`src/rtl/arith_enc_pkg.sv`:
```
// Shared constants for the AV1 arithmetic encoder datapath: default widths
// of the range/low registers, the range pre-shift, and the derivation of the
// renormalisation shift-count width.
package arith_enc_pkg;

  localparam int DEF_RANGE_WIDTH = 16;
  localparam int DEF_LOW_WIDTH   = 24;
  localparam int DEF_RR_SHIFT    = 8;

  // A shift count must be able to express every value 0..range_width
  // (range_width itself means "range collapsed to zero").
  function automatic int d_width(input int range_width);
    return $clog2(range_width + 1);
  endfunction

  localparam int DEF_D_WIDTH = d_width(DEF_RANGE_WIDTH);

endpackage

```
`src/rtl/lzc_count.sv`:
```
// Combinational leading-zero counter. An all-zero input reports WIDTH so the
// caller can tell "no set bit" apart from "MSB clear, next bit set".
module lzc_count
  import arith_enc_pkg::*;
#(
  parameter int WIDTH = DEF_RANGE_WIDTH,
  localparam int CW   = d_width(WIDTH)
) (
  input  logic [WIDTH-1:0] data,
  output logic [CW-1:0]    count
);

  // Scan from LSB upward; the highest set bit is visited last and wins.
  always_comb begin
    count = CW'(WIDTH);
    for (int i = 0; i < WIDTH; i++) begin
      if (data[i]) begin
        count = CW'(WIDTH - 1 - i);
      end else begin
        count = count;
      end
    end
  end

endmodule

```
`src/rtl/stage_2_pipe.sv`:
```
// Range/low update stage of the AV1 arithmetic encoder.
// Stage 1 forms the three RR-scaled probability products; stage 2 applies the
// symbol update, renormalises range to an MSB-set value and shifts low by the
// same amount, exposing the bits pushed out of low as out_spill.
// Two-entry valid/ready pipeline: each stage holds one token.
module stage_2_pipe
  import arith_enc_pkg::*;
#(
  parameter int RANGE_WIDTH = DEF_RANGE_WIDTH,
  parameter int LOW_WIDTH   = DEF_LOW_WIDTH,
  parameter int RR_SHIFT    = DEF_RR_SHIFT,
  localparam int D_WIDTH    = d_width(RANGE_WIDTH)
) (
  input  logic                   clk,
  input  logic                   reset,
  input  logic                   in_valid,
  output logic                   in_ready,
  input  logic                   in_comp,
  input  logic [RANGE_WIDTH-1:0] in_uu,
  input  logic [RANGE_WIDTH-1:0] in_vv,
  input  logic [RANGE_WIDTH-1:0] in_a,
  input  logic [RANGE_WIDTH-1:0] in_range,
  input  logic [LOW_WIDTH-1:0]   in_low,
  output logic                   out_valid,
  input  logic                   out_ready,
  output logic [RANGE_WIDTH-1:0] out_range,
  output logic [LOW_WIDTH-1:0]   out_low,
  output logic [RANGE_WIDTH-1:0] out_spill,
  output logic [D_WIDTH-1:0]     out_shift,
  output logic                   err_zero_range
);

  localparam int WIDE = RANGE_WIDTH + LOW_WIDTH;

  // Stage 1 state
  logic                   s1_valid;
  logic                   s1_comp;
  logic [RANGE_WIDTH-1:0] s1_range;
  logic [LOW_WIDTH-1:0]   s1_low;
  logic [RANGE_WIDTH-1:0] s1_pu;
  logic [RANGE_WIDTH-1:0] s1_pa;
  logic [RANGE_WIDTH-1:0] s1_pv;

  // Flow control
  logic s2_advance;

  // Stage 1 products (truncated to RANGE_WIDTH by the assignment context)
  logic [RANGE_WIDTH-1:0] rr;
  logic [RANGE_WIDTH-1:0] mul_u;
  logic [RANGE_WIDTH-1:0] mul_a;
  logic [RANGE_WIDTH-1:0] mul_v;

  // Stage 2 update and renormalisation
  logic [LOW_WIDTH-1:0]   low_n;
  logic [RANGE_WIDTH-1:0] range_n;
  logic [D_WIDTH-1:0]     shift_n;
  logic [RANGE_WIDTH-1:0] norm_range;
  logic [WIDE-1:0]        norm_wide;

  // Handshake: output register frees when empty or being taken; stage 1 moves
  // exactly when stage 2 can load. in_ready has no dependence on in_valid.
  always_comb begin
    s2_advance = !out_valid || out_ready;
    in_ready   = !s1_valid || s2_advance;
  end

  // Scale the three probability terms by the pre-shifted range.
  always_comb begin
    rr    = in_range >> RR_SHIFT;
    mul_u = rr * in_uu;
    mul_a = rr * in_a;
    mul_v = rr * in_vv;
  end

  // Stage 1 register: capture a new token, or empty once its token moves on.
  always_ff @(posedge clk or posedge reset) begin
    if (reset) begin
      s1_valid <= 1'b0;
      s1_comp  <= 1'b0;
      s1_range <= '0;
      s1_low   <= '0;
      s1_pu    <= '0;
      s1_pa    <= '0;
      s1_pv    <= '0;
    end else if (in_valid && in_ready) begin
      s1_valid <= 1'b1;
      s1_comp  <= in_comp;
      s1_range <= in_range;
      s1_low   <= in_low;
      s1_pu    <= mul_u;
      s1_pa    <= mul_a;
      s1_pv    <= mul_v;
    end else if (s2_advance) begin
      s1_valid <= 1'b0;
    end
  end

  // Symbol update on low/range, modulo the respective register widths.
  always_comb begin
    if (s1_comp) begin
      low_n   = s1_low + LOW_WIDTH'(s1_range) - LOW_WIDTH'(s1_pu);
      range_n = s1_pa;
    end else begin
      low_n   = s1_low;
      range_n = s1_range - s1_pv;
    end
  end

  lzc_count #(
    .WIDTH (RANGE_WIDTH)
  ) u_lzc (
    .data  (range_n),
    .count (shift_n)
  );

  // Renormalise: low shifts together with range; the overflow lands in spill.
  always_comb begin
    norm_range = range_n << shift_n;
    norm_wide  = {{RANGE_WIDTH{1'b0}}, low_n} << shift_n;
  end

  // Output register: hold while stalled, otherwise load from stage 1; the
  // zero-range flag is sticky until reset.
  always_ff @(posedge clk or posedge reset) begin
    if (reset) begin
      out_valid      <= 1'b0;
      out_range      <= '0;
      out_low        <= '0;
      out_spill      <= '0;
      out_shift      <= '0;
      err_zero_range <= 1'b0;
    end else if (s2_advance) begin
      out_valid <= s1_valid;
      if (s1_valid) begin
        out_range <= norm_range;
        out_low   <= norm_wide[LOW_WIDTH-1:0];
        out_spill <= norm_wide[LOW_WIDTH +: RANGE_WIDTH];
        out_shift <= shift_n;
        if (range_n == '0) begin
          err_zero_range <= 1'b1;
        end
      end
    end
  end

endmodule

```
`config.mk`:
```
export PLATFORM = sky130hd
export DESIGN_NAME = stage_2_pipe
export DESIGN_NICKNAME = d
export VERILOG_FILES = /design/src/rtl/arith_enc_pkg.sv /design/src/rtl/lzc_count.sv /design/src/rtl/stage_2_pipe.sv
export SDC_FILE = /design/constraint.sdc
export NUM_CORES = 1
export LEC_CHECK = 0
export ABC_AREA = 1
export CAP_MARGIN = 40
export CORE_MARGIN = 8
export CORE_UTILIZATION = 40
export CTS_CLUSTER_DIAMETER = 60
export CTS_CLUSTER_SIZE = 16
export DETAILED_ROUTE_END_ITERATION = 8
export PLACE_DENSITY = 0.56
export SETUP_SLACK_MARGIN = 0.05
export SLEW_MARGIN = 20
export SYNTH_ARGS = -nofsm -noshare
export SYNTH_HDL_FRONTEND = slang
export SYNTH_HIERARCHICAL = 1
export SYNTH_SLANG_ARGS = --single-unit
```
`constraint.sdc`:
```
create_clock -name clk -period 13.79 [get_ports clk]
set_input_delay 1.379 -clock clk [delete_from_list [all_inputs] [get_ports clk]]
set_output_delay 1.379 -clock clk [all_outputs]
set_load 0.01 [all_outputs]
```
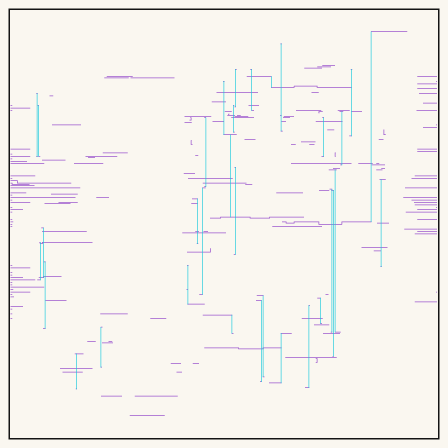
*Metal layers overlaid*
Only two layers are drawn.
legend:
  M4:
    colour: cyan
    wire_length: 1280 um
  M3:
    colour: purple
    wire_length: 1840 um
overall routing resource usage: 21.36%
routed wire length per instance: 16.02 um
via count: 18156

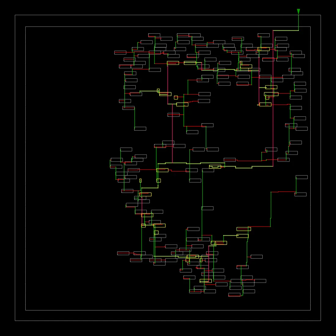
*The clock network*
count of clock tree sinks: 153
total CTS buffers: 17

==> run summary <==
Results of an implementation run.

The run finished with clean final reports. The worst clock skew is 0.01472 ns. Per the gpl log, the routability congestion estimate is 0.8987. In the final layout, the share of cells above drive strength 1 is 5.033%. For this block, the initial DRC count from the detailed router was around 1200.

The number of cell instances on the worst register-to-register path is 22. The power report lists cell-internal power as between 2 and 2.5 mW. Adding up every negative setup slack in the final design gives 0 ns.

The beginning of the critical path is in_range[10]. In the final report, the number of endpoints failing setup comes to 0. The area share of xor/xnor cells in the synthesized design is 2.610%. Gates resized during post-CTS repair numbered 0. The cell area after synthesis is 0.02013 mm^2.

On the worst setup and hold paths after CTS, the clock-pin slew comes to 0.06 ns. The fraction of power consumed by combinational cells is between 70% and 80%. Per the layout area report, the combinational gate area comes to 0.01325 mm^2. The met3 routing resource usage after global routing is around 2.2%.

In this run the clock root is driven by a sky130_fd_sc_hd__clkbuf_16. Nets still carrying antenna violations after routing amount to 0. Per the CTS log, the buffer count on the longest clock path is 2. Combinational power for this build is between 3 and 4 mW. Per the cell usage report, the commonest logic cells after layout are 903 x sky130_fd_sc_hd__nand2_1, 654 x sky130_fd_sc_hd__inv_1, 279 x sky130_fd_sc_hd__nand3_1, 197 x sky130_fd_sc_hd__fa_1, 154 x sky130_fd_sc_hd__clkdlybuf4s50_1.

Routing resource usage on met1 recorded by global route was a little over a quarter. The top cell class by occupied area is combinational gates. The chip area from the yosys synthesis statistics is 0.02013 mm^2. Pins over their slew limit in the final report were tallied at 0. The beginning of the worst hold path is out_low[10].

The post-synthesis average cell area is 6.809 um^2. The latest clock arrival within the worst-skew pair is 0.46 ns. For this design the static power due to leakage is roughly 13 nW.

The netlist uses 48 different library cells. The TritonCTS clock tree is done. The required time of the worst setup path is 14.11 ns. The final hold slack is around 0.48 ns. The net load switching power is ~2.5 mW. The core area is 0.04997 mm^2. The number of max-cap violations is 0. The y dimension of the die is 240.4 um. The cell count after placement is 3679. The power density of the placed cells is 204.6 mW/mm^2. The number of multi-input combinational cells in the layout is around 2000. The count of input and output buffers is 156. The proportion of synthesized chip area in sequential cells is 19.02%. The length of routed wiring on met1 is 26850 um. The number of signal-net buffers in the layout is 183. The worst setup path is captured at a register. Per the Yosys statistics, synthesis produced 2957 cells. The reported sequential group power is between 700 and 800 uW.

The logic gate fraction of the total cell area is about three fifths. The cell-mix breakdown from Yosys lists the adder-cell area share as 26.49%. Across the whole layout, storage elements account for 0.003829 mm^2.

The initial antenna violation count is 0. The largest combinational cell category by area is simple AND/OR/NAND/NOR gates. The clock power share is 10.1%. Wire segments on met2 add up to 29510 um in the final route. The cell depth of the worst hold path is 2. The timing report shows the most common cell along the critical path to be sky130_fd_sc_hd__nand2_1.

The largest stage delay on the critical path is around 0.55 ns. The post-CTS setup-driven buffer insertion count is 0. The heaviest power group is combinational logic. Setup repair after global routing left no endpoint under its margin. Per the layout report, the design carries 668 non-clock inverters. The detailed-route vias per instance is 4.891. The number of global-route vias before repair was 18797. Per the breakdown, switching nets consume 54.14% of all power. The share of power burned in registers is 15.1%. The fraction of synthesis flops using an asynchronous set or reset pin is 100.0%. Per the detailed placement report, the placed cell area equals 0.02216 mm^2. The cell-mix breakdown from Yosys lists the simple-gate area share as 29.48%.

The half-perimeter wire length after placement is 47300 um. The number of cells in the finished layout apart from fillers is 3712. The total detailed-routing wirelength is 59480 um. For this run, the detailed router's first-pass iteration total came to 5.
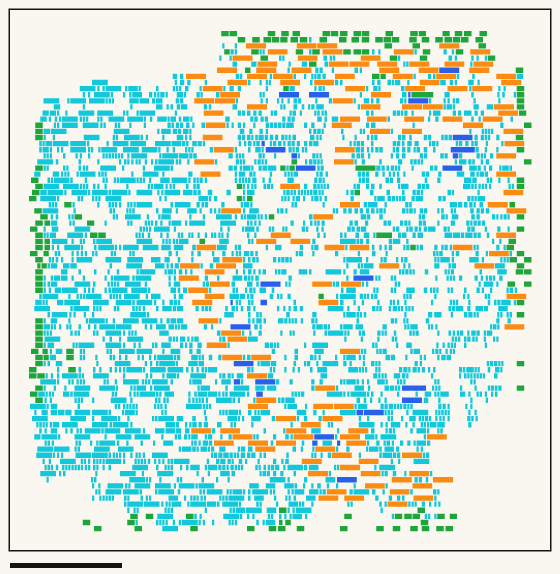
*Cell classes on the final placement*
Bar = 50 um.
legend:
  remaining logic cells:
    colour: cyan
    cells: 2674
    share_of_their_area: 72%
  sequential cells:
    colour: orange
    cells: 153
    share_of_their_area: 17%
  clock drivers and dummy loads:
    colour: blue
    cells: 30
    share_of_their_area: 2.6%
  remaining buffers and delay cells:
    colour: green
    cells: 183
    share_of_their_area: 8.2%
final std cell area, no fill: 0.02279 mm^2
post-layout util: 45.62%
register fraction of the total cell area: 16.80%
Placement Rows: 82

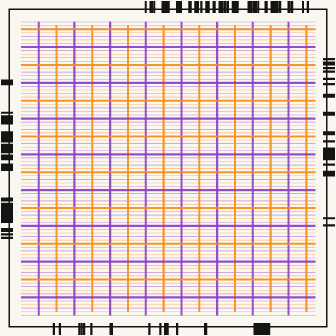
*PDN straps and rails*
Pins as bars on the die edge.
legend:
  VSS:
    colour: purple
  VDD:
    colour: orange
rows: 82
signal pins: 157
met4 straps: 16
met1 rails: 83

==> Yosys cell counts (14+ instances only) <==
| cell | instances | area (um^2) |
|---|---|---|
| sky130_fd_sc_hd__nand2_1 | 904 | 3393 |
| sky130_fd_sc_hd__inv_1 | 655 | 2459 |
| sky130_fd_sc_hd__nand3_1 | 279 | 1396 |
| sky130_fd_sc_hd__fa_1 | 197 | 3944 |
| sky130_fd_sc_hd__dfrtp_1 | 153 | 3829 |
| sky130_fd_sc_hd__o21ai_0 | 115 | 575.6 |
| sky130_fd_sc_hd__ha_1 | 111 | 1389 |
| sky130_fd_sc_hd__nor2_1 | 91 | 341.6 |
| sky130_fd_sc_hd__a21oi_1 | 62 | 310.3 |
| sky130_fd_sc_hd__clkbuf_1 | 59 | 221.5 |
| sky130_fd_sc_hd__xnor2_1 | 36 | 315.3 |
| sky130_fd_sc_hd__buf_2 | 30 | 150.1 |
| sky130_fd_sc_hd__or2_2 | 26 | 162.7 |
| sky130_fd_sc_hd__nand3_2 | 25 | 250.2 |
| sky130_fd_sc_hd__xor2_1 | 24 | 210.2 |
| sky130_fd_sc_hd__buf_1 | 21 | 78.83 |
| sky130_fd_sc_hd__nand4_1 | 20 | 125.1 |
| sky130_fd_sc_hd__clkbuf_2 | 15 | 75.07 |
| sky130_fd_sc_hd__nor3_1 | 14 | 70.07 |
==> worst max-delay path, delay by kind of cell <==
kind                       cells  cell delay, ns
buffers and inverters          5            1.04
adders and majority gates      5            2.38
and+or+nand+nor               12            1.12
AOI/OAI and AO/OA              3            0.37
==> registers in the layout, summed over array words and instances, names as in the netlist, 5 cells and up <==
signal,flops
s1_pu,16
s1_low,24
s1_range,16
out_shift,5
out_range,16
out_low,24
out_spill,16
s1_pv,16
s1_pa,16
Power and IR drop assume default switching activity.
